==> run_1/layer_met1.png <==
(1.5 px per µm)
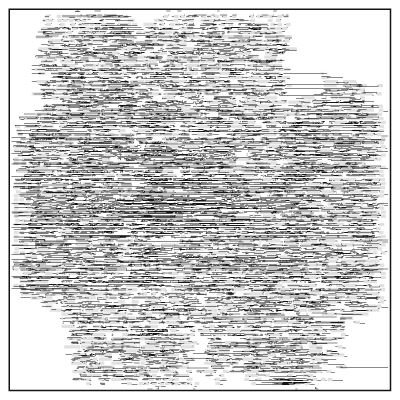
==> run_1/layer_met2.png <==
(2 px per µm)
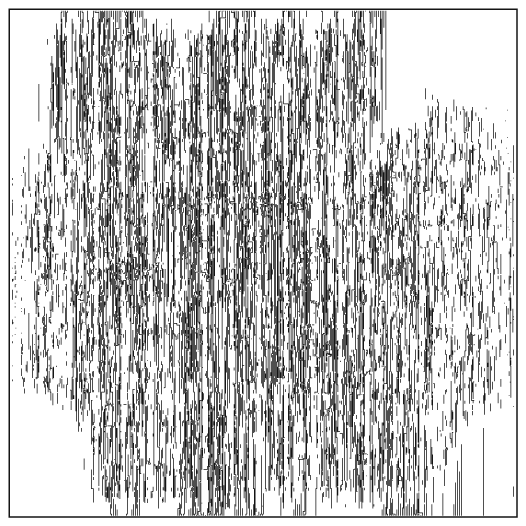
==> run_1/layer_met3.png <==
(1 px per µm)
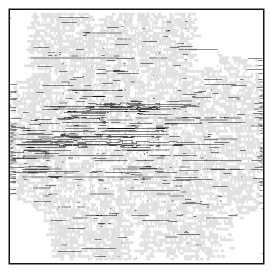
==> run_1/layer_met4.png <==
(1 px per µm)
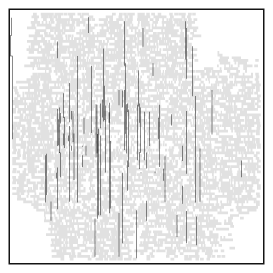
[config.mk]
export PLATFORM = sky130hd
export DESIGN_NAME = sample_frame_pack_flat
export DESIGN_NICKNAME = d
export VERILOG_FILES = /design/src/rtl/sample_frame_pack_if.sv /design/src/rtl/sample_frame_pack.sv /design/src/flat_wrapper.sv
export SDC_FILE = /design/constraint.sdc
export NUM_CORES = 1
export LEC_CHECK = 0
export ABC_AREA = 1
export CORE_MARGIN = 2
export CORE_UTILIZATION = 50
export CTS_BUF_LIST = sky130_fd_sc_hd__clkbuf_8
export CTS_CLUSTER_SIZE = 40
export DETAILED_ROUTE_END_ITERATION = 8
export PLACE_DENSITY = 0.71
export SLEW_MARGIN = 20
export SYNTH_ARGS = -nofsm -noshare
export SYNTH_HDL_FRONTEND = slang
export SYNTH_SLANG_ARGS = --single-unit
[constraint.sdc]
create_clock -name clk -period 3.89 [get_ports clk]
set_input_delay 0.778 -clock clk [delete_from_list [all_inputs] [get_ports clk]]
set_output_delay 0.778 -clock clk [all_outputs]
set_load 0.005 [all_outputs]
[src/rtl/sample_frame_pack_if.sv]
// sample_frame_pack_if: per-channel sample stream from the network receive path.
// A sample transfers on a cycle where s_valid && s_ready.
interface sample_frame_pack_if #(
  parameter int SAMPLE_W = 32,
  parameter int CH_W     = 3
) ();
  logic                s_valid;
  logic                s_ready;
  logic [CH_W-1:0]     s_chan;
  logic [SAMPLE_W-1:0] s_data;
  logic                s_last;

  modport master (
    output s_valid,
    output s_chan,
    output s_data,
    output s_last,
    input  s_ready
  );

  modport slave (
    input  s_valid,
    input  s_chan,
    input  s_data,
    input  s_last,
    output s_ready
  );
endinterface

[src/rtl/sample_frame_pack.sv]
// sample_frame_pack: gathers per-channel samples into an 8-channel frame and
// hands frames to the TDM serializer, at most one per frame_tick.
// Double-buffered: fbuf collects the frame being filled, rbuf holds the frame
// waiting for the next frame_tick.
// Optional build macro SAMPLE_HOLD_EN: unfilled channels repeat the value from
// the previously issued frame instead of being zeroed.
module sample_frame_pack #(
  parameter int SAMPLE_W = 32,
  parameter int NUM_CH   = 8
) (
  input  logic                         clk,
  input  logic                         rstn,
  input  logic                         enable,
  sample_frame_pack_if.slave           s,
  input  logic                         frame_tick,
  output logic                         valid,
  output logic [SAMPLE_W*NUM_CH-1:0]   pdata,
  output logic                         missIncr,
  output logic                         dupIncr,
  output logic                         underrunIncr
);

  localparam int FRAME_W = SAMPLE_W * NUM_CH;
  localparam logic [NUM_CH-1:0] MASK_FULL = {NUM_CH{1'b1}};
  localparam logic [NUM_CH-1:0] MASK_ONE  = {{(NUM_CH-1){1'b0}}, 1'b1};

  typedef enum logic [0:0] {
    ST_FILL = 1'b0,
    ST_PEND = 1'b1
  } state_t;

  state_t              state_r;
  state_t              state_s;
  logic [FRAME_W-1:0]  fbuf_r;
  logic [NUM_CH-1:0]   fmask_r;
  logic [FRAME_W-1:0]  rbuf_r;
  logic                rbufv_r;
  logic [NUM_CH-1:0]   chan_bit_s;
  logic [NUM_CH-1:0]   fmask_upd_s;
  logic [FRAME_W-1:0]  xfer_frame_s;
  logic                s_ready_s;
  logic                accept_s;
  logic                dup_s;
  logic                xfer_s;
  logic                miss_s;
  logic                issue_s;
  logic                underrun_s;

  // Per channel: take the filled sample, otherwise the fallback slot value.
  function automatic logic [FRAME_W-1:0] merge_frame(
    input logic [FRAME_W-1:0] frame,
    input logic [NUM_CH-1:0]  mask,
    input logic [FRAME_W-1:0] fallback
  );
    logic [FRAME_W-1:0] res;
    res = {FRAME_W{1'b0}};
    for (int ch = 0; ch < NUM_CH; ch++) begin
      if (mask[ch]) begin
        res[ch*SAMPLE_W +: SAMPLE_W] = frame[ch*SAMPLE_W +: SAMPLE_W];
      end else begin
        res[ch*SAMPLE_W +: SAMPLE_W] = fallback[ch*SAMPLE_W +: SAMPLE_W];
      end
    end
    return res;
  endfunction

  assign s.s_ready   = s_ready_s;
  assign chan_bit_s  = MASK_ONE << s.s_chan;
  assign fmask_upd_s = fmask_r | chan_bit_s;

  // Next-state and handshake/control strobes for the fill/pend machine.
  always_comb begin
    state_s    = state_r;
    s_ready_s  = 1'b0;
    accept_s   = 1'b0;
    dup_s      = 1'b0;
    xfer_s     = 1'b0;
    miss_s     = 1'b0;
    issue_s    = frame_tick & rbufv_r;
    underrun_s = frame_tick & ~rbufv_r;
    case (state_r)
      ST_FILL: begin
        s_ready_s = enable;
        accept_s  = enable & s.s_valid;
        if (accept_s) begin
          dup_s = fmask_r[s.s_chan];
          if (s.s_last || (fmask_upd_s == MASK_FULL)) begin
            state_s = ST_PEND;
          end else begin
            state_s = ST_FILL;
          end
        end else begin
          state_s = ST_FILL;
        end
      end
      ST_PEND: begin
        // rbuf is free, or is being emptied by this tick: move the frame over.
        if (enable && (!rbufv_r || frame_tick)) begin
          xfer_s  = 1'b1;
          miss_s  = (fmask_r != MASK_FULL);
          state_s = ST_FILL;
        end else begin
          state_s = ST_PEND;
        end
      end
      default: begin
        state_s = ST_FILL;
      end
    endcase
  end

`ifdef SAMPLE_HOLD_EN
  // Last issued frame, one SAMPLE_W slot per channel, used to conceal gaps.
  logic [FRAME_W-1:0] hold_r;
  logic [FRAME_W-1:0] hold_src_s;

  // A frame issued in the same cycle as a transfer is already the newest one.
  assign hold_src_s   = issue_s ? rbuf_r : hold_r;
  assign xfer_frame_s = merge_frame(fbuf_r, fmask_r, hold_src_s);

  // Capture every issued frame as the concealment source.
  always_ff @(posedge clk or negedge rstn) begin
    if (!rstn) begin
      hold_r <= {FRAME_W{1'b0}};
    end else if (!enable) begin
      hold_r <= {FRAME_W{1'b0}};
    end else if (issue_s) begin
      hold_r <= rbuf_r;
    end else begin
      hold_r <= hold_r;
    end
  end
`else
  assign xfer_frame_s = merge_frame(fbuf_r, fmask_r, {FRAME_W{1'b0}});
`endif

  // State register; disabling returns the machine to FILL.
  always_ff @(posedge clk or negedge rstn) begin
    if (!rstn) begin
      state_r <= ST_FILL;
    end else if (!enable) begin
      state_r <= ST_FILL;
    end else begin
      state_r <= state_s;
    end
  end

  // Fill buffer: write accepted samples, empty it when the frame moves to rbuf.
  always_ff @(posedge clk or negedge rstn) begin
    if (!rstn) begin
      fbuf_r  <= {FRAME_W{1'b0}};
      fmask_r <= {NUM_CH{1'b0}};
    end else if (!enable) begin
      fbuf_r  <= {FRAME_W{1'b0}};
      fmask_r <= {NUM_CH{1'b0}};
    end else if (accept_s) begin
      fbuf_r[s.s_chan*SAMPLE_W +: SAMPLE_W] <= s.s_data;
      fmask_r                               <= fmask_upd_s;
    end else if (xfer_s) begin
      fbuf_r  <= {FRAME_W{1'b0}};
      fmask_r <= {NUM_CH{1'b0}};
    end
  end

  // Ready buffer: loaded on transfer, released on a tick unless refilled.
  always_ff @(posedge clk or negedge rstn) begin
    if (!rstn) begin
      rbuf_r  <= {FRAME_W{1'b0}};
      rbufv_r <= 1'b0;
    end else if (!enable) begin
      rbuf_r  <= {FRAME_W{1'b0}};
      rbufv_r <= 1'b0;
    end else if (xfer_s) begin
      rbuf_r  <= xfer_frame_s;
      rbufv_r <= 1'b1;
    end else if (issue_s) begin
      rbufv_r <= 1'b0;
    end
  end

  // Registered frame output and single-cycle event pulses.
  always_ff @(posedge clk or negedge rstn) begin
    if (!rstn) begin
      valid        <= 1'b0;
      pdata        <= {FRAME_W{1'b0}};
      missIncr     <= 1'b0;
      dupIncr      <= 1'b0;
      underrunIncr <= 1'b0;
    end else if (!enable) begin
      valid        <= 1'b0;
      pdata        <= {FRAME_W{1'b0}};
      missIncr     <= 1'b0;
      dupIncr      <= 1'b0;
      underrunIncr <= 1'b0;
    end else begin
      valid        <= issue_s;
      missIncr     <= miss_s;
      dupIncr      <= dup_s;
      underrunIncr <= underrun_s;
      if (issue_s) begin
        pdata <= rbuf_r;
      end
    end
  end

endmodule

[src/flat_wrapper.sv]
// flat-port wrapper written by rule: the top's interface ports become plain ports
module sample_frame_pack_flat 
#(
  parameter int SAMPLE_W = 32,
  parameter int NUM_CH   = 8
)
  (clk, rstn, enable, frame_tick, valid, pdata, missIncr, dupIncr, underrunIncr, s_s_valid, s_s_chan, s_s_data, s_s_last, s_s_ready);
  sample_frame_pack_if #(.SAMPLE_W(SAMPLE_W)) s_i ();
  input  logic clk;
  input  logic rstn;
  input  logic enable;
  input  logic frame_tick;
  output logic valid;
  output logic [SAMPLE_W*NUM_CH-1:0] pdata;
  output logic missIncr;
  output logic dupIncr;
  output logic underrunIncr;
  input wire logic [$bits(s_i.s_valid)-1:0] s_s_valid;
  input wire logic [$bits(s_i.s_chan)-1:0] s_s_chan;
  input wire logic [$bits(s_i.s_data)-1:0] s_s_data;
  input wire logic [$bits(s_i.s_last)-1:0] s_s_last;
  output wire logic [$bits(s_i.s_ready)-1:0] s_s_ready;
  assign s_i.s_valid = s_s_valid;
  assign s_i.s_chan = s_s_chan;
  assign s_i.s_data = s_s_data;
  assign s_i.s_last = s_s_last;
  assign s_s_ready = s_i.s_ready;
  sample_frame_pack #(.SAMPLE_W(SAMPLE_W), .NUM_CH(NUM_CH)) u_core (.clk(clk), .rstn(rstn), .enable(enable), .s(s_i), .frame_tick(frame_tick), .valid(valid), .pdata(pdata), .missIncr(missIncr), .dupIncr(dupIncr), .underrunIncr(underrunIncr));
endmodule
==> results.yml, run 1 <==
# generated from flow reports
logic_synthesis:
  ys_sh_mux: 0
  yosys_warnings: 0
  aoi_share: 0.0865
  avgSynthCellArea_um2: 9.20
  topCellsByArea: "dfrtp_1 (63%), nand2_1 (10%), nand3_1 (8.6%)"
pwr:
  total_power_mw: 15.9
  power_density_nw_per_um2: 425
  ir_drop_mv: 0.267
clock_tree:
  cts_root_buffer: "clkbuf_8"
  cts-htree-levels: 3
placed_design:
  dp_hpwl_um: 62500
finish:
  fin_nets: 3685
  logic_area_um2: 9360
  area_delta_synth_final_pct: 20.3
sta:
  fin_crit_sh: 0.734
  hold_viol: 0
floorplan:
  chip_area_um2: 64100
global_routing:
  grt_start_max_net_pins: 257
setup_path:
  worst-path-buf-inv: 5
  start_kind: "primary input"
min_path:
  hold_class: "primary input to asynchronous set/reset pin"
status:
  status: "complete, no violations"
## Picture notes: layer_met1.png
share of all routed wire = 42%
main direction = horizontal
GR Util met1: 0.394
Total Wirelength: 92400 µm
DR vias: 25000

## Picture notes: layer_met2.png
wire length on this layer = 43.9 mm
main direction = vertical
longest straight run = 81.6 µm
share of all routed wire = 48%
M2 GR Usage: 0.457

## Picture notes: layer_met3.png
share of all routed wire = 7.2%
longest straight run = 121 µm
nets with wire on the layer = 351
main direction = horizontal
wire length on this layer = 6680 µm
met3 usage: 0.0612

## Picture notes: layer_met4.png
longest straight run = 146 µm
share of all routed wire = 3.6%
nets with wire on the layer = 59
wire length on this layer = 3290 µm
main direction = vertical

==> run 1: kinds of logic after synthesis <==
| family | after synthesis |
|---|---|
| AND-OR/OR-AND | 532 |
| adder cells (fa/ha/maj) | 7 |
| buffers and inverters | 530 |
| flip-flops | 782 |
| AND/OR/NAND/NOR | 1522 |
==> run 1: cell usage after synthesis (4+ instances only) <==
library cell / n
nand2_1: 838
dfrtp_1: 782
nand3_1: 533
o21ai_0: 519
inv_1: 279
clkbuf_1: 154
nor2_1: 88
buf_2: 84
nand4_1: 32
nor2_2: 24
ha_1: 7
a21oi_1: 4
o21ai_2: 4
==> run 1: through the flow <==
step                       util  setup WS, ns  hold WS (ns)  cell area [µm²]  std cells
after floorplan               -          1.41         0.431            31000       3373
after global placement    0.568         0.408         0.454            34900       4304
after detailed placement  0.568         0.387         0.459            35000       4304
after CTS                 0.607          1.15         0.107            37300       4514
after global routing      0.607         0.884         0.137            37300       4515
final                     0.607          1.03        0.0963            37300       4515
==> run 1: routing by layer <==
layer  global-route usage  vias up  part of all wire
li1                     -    11400                 -
met1                0.394    12300              0.42
met2                0.457      995              0.48
met3               0.0612      184             0.072
met4                0.119        4             0.036
met5                    0        -           0.00026
==> run 1: where the power goes <==
part	internal [mW]	switching, mW	total (mW)
sequential	8.16	0.0293	8.19
combinational	0.186	0.717	0.903
clock	3.61	3.15	6.76
total	12.0	3.90	15.9
==> run 1: cell type report <==
type	instances	share of cell area
multi-input cells	2061	0.251
inverters	283	0.0288
flip-flops and latches	782	0.524
diodes	1	0.0000670
clock buffers	149	0.0549
clock inverters	61	0.00871
repair buffers	388	0.106
well taps	790	0.0265
==> run 1: sequential cells by signal, indices dropped and copies added, names as in the netlist <==
register	count
u_core.rbufv_r	1
u_core.fmask_r	8
u_core.missIncr	1
u_core.pdata	256
u_core.rbuf_r	256
u_core.fbuf_r	256
u_core.underrunIncr	1
u_core.state_r	1
u_core.dupIncr	1
u_core.valid	1
==> run 1: worst paths after layout <==
check / startpoint / end / slack (ns) / depth (start not counted)
setup / recovery: s_s_chan[1] / u_core.fbuf_r[82] / 1.03 / 11
min in group clk: u_core.fbuf_r[53] / u_core.fbuf_r[53] / 0.47 / 2
max in group asynchronous: rstn / u_core.fbuf_r[191] / 2.77 / 3
hold / removal: rstn / u_core.pdata[212] / 0.1 / 1
setup reg to reg: u_core.state_r / u_core.fbuf_r[196] / 1.60 / 8
hold reg to reg: u_core.fbuf_r[53] / u_core.fbuf_r[53] / 0.47 / 2
==> run 1: worst reg2reg max path, cell delays in order (launching register included) <==
cell and delay [ns]:
dfrtp_1 0.44, nor2_4 0.28, inv_4 0.12, nor2_4 0.36, inv_2 0.37, buf_12 0.28
nor2_1 0.23, nand2_1 0.08, nand2_1 0.08
==> run_1/congestion.png <==
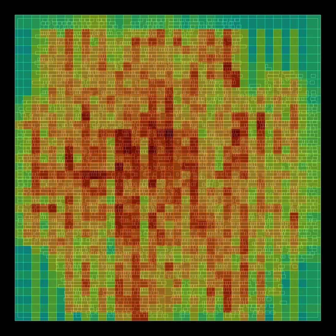

==> inputs of run 2 (changes only) <==
--- a/config.mk
+++ b/config.mk
@@ -11,7 +11,7 @@
 export CTS_BUF_LIST = sky130_fd_sc_hd__clkbuf_8
 export CTS_CLUSTER_SIZE = 40
 export DETAILED_ROUTE_END_ITERATION = 8
-export PLACE_DENSITY = 0.71
+export PLACE_DENSITY = 0.74
 export SLEW_MARGIN = 20
 export SYNTH_ARGS = -nofsm -noshare
 export SYNTH_HDL_FRONTEND = slang
==> constraint.sdc (replaced) <==
create_clock -name clk -period 2.44 [get_ports clk]
set_input_delay 0.488 -clock clk [delete_from_list [all_inputs] [get_ports clk]]
set_output_delay 0.488 -clock clk [all_outputs]
set_load 0.005 [all_outputs]
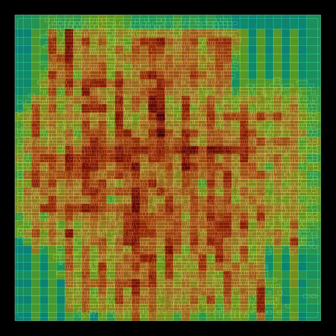
(run_2/congestion.png)
Layout Utilization: 0.623
GR Util met1: 0.388

==> results.yml, run 2 <==
# generated from flow reports
clock_tree:
  cts-htree-levels: 3
finish:
  area_delta_synth_final_pct: 23.5
  fin_nets: 3762
  top_regs: "u_core.fbuf_r x256, u_core.pdata x256, u_core.rbuf_r x256"
drt:
  vias: 25500
  met3_length_um: 7440
  wl_met1_um: 37200
  wl_met2_um: 44700
  maxUsedRoutingLayer: "met5"
logic_synthesis:
  topCellsByArea: "dfrtp_1 (63%), nand2_1 (10%), nand3_1 (8.6%)"
  common_cells: "nand2_1 (838), dfrtp_1 (782), nand3_1 (533)"
  yosys_warnings: 0
  most_common_cell: "nand2_1"
  avgSynthCellArea_um2: 9.20
sta:
  hold_viol: 0
  fin_crit_sh: 0.942
  whs_ns: 0.138
  fin_ws_ns: 0.142
pwr:
  power_density_nw_per_um2: 673
  ir_drop_mv: 0.443
setup_path:
  worst-path-buf-inv: 1
  start_kind: "flop"
placed_design:
  dp_hpwl_um: 65500
floorplan:
  chip_area_um2: 64100
status:
  status: "complete, no violations"
## run 2: cell type report
| class | count | area [µm²] |
|---|---|---|
| Fill cell | 5066 | 23200 |
| Multi-Input combinational cell | 2061 | 9350 |
| Inverter | 283 | 1070 |
| Timing Repair Buffer | 467 | 4810 |
| Antenna cell | 4 | 10.0 |
| Sequential cell | 782 | 19600 |
| Clock inverter | 67 | 390 |
| Tap cell | 790 | 988 |
| Clock buffer | 155 | 2130 |
## run 2: layer usage
metal,GRT usage,vias up
met5,0,-
met4,0.129,4
met3,0.0693,231
met2,0.468,1127
met1,0.388,12600
li1,-,11600
## run 2: path summary, 6_finish.rpt
kind	from	end	slack [ns]	cells after the start
max in group asynchronous	rstn	u_core.pdata[191]	1.32	3
min in group asynchronous	rstn	u_core.fbuf_r[161]	0.25	2
max	u_core.state_r	s_s_ready	0.14	2
min reg2reg	u_core.fbuf_r[88]	u_core.fbuf_r[88]	0.47	2
max reg2reg	u_core.state_r	u_core.fbuf_r[42]	0.76	9
min	enable	u_core.pdata[254]	0.14	3
## run 2: where the power goes
| group | switching (mW) | total [mW] | internal, mW |
|---|---|---|---|
| logic | 1.17 | 1.59 | 0.414 |
| registers | 0.0381 | 13.0 | 13.0 |
| clock network | 5.16 | 11.2 | 6.01 |
| total | 6.37 | 25.8 | 19.4 |
## run 2: per-stage QoR
| stage | cells | setup TNS, ns | power, mW | cell area, µm² |
|---|---|---|---|---|
| global placement | 4382 | -10.07 | 14.8 | 35800 |
| global route | 4606 | 0 | 26.7 | 38300 |
| floorplan | 3373 | 0 | 13.9 | 31000 |
| finish | 4609 | 0 | 25.8 | 38300 |
| CTS | 4605 | 0 | 25.9 | 38300 |
| detailed placement | 4382 | -22.45 | 14.8 | 35800 |
## run 2: logic make-up after synthesis
group / Yosys count / synth area share
AND/OR/NAND/NOR: 1522 / 0.211
flip-flops: 782 / 0.631
AND-OR/OR-AND: 532 / 0.0865
buffers and inverters: 530 / 0.0687
adder cells (fa/ha/maj): 7 / 0.00282
## run 2: repair_timing
action	in CTS	in global routing
endpoints found under the hold margin	92	0
gates resized	0	0
endpoints found under the setup margin	0	0
hold buffers	1	0
## run 2: worst reg2reg max path: cells and delay by family, from the launching register on
family / cells / cell delay (ns)
buffers and inverters: 4 / 0.49
AND/OR/NAND/NOR: 5 / 0.73
flip-flops: 1 / 0.43
No activity file was given, so power comes from the tool's default toggle rates.
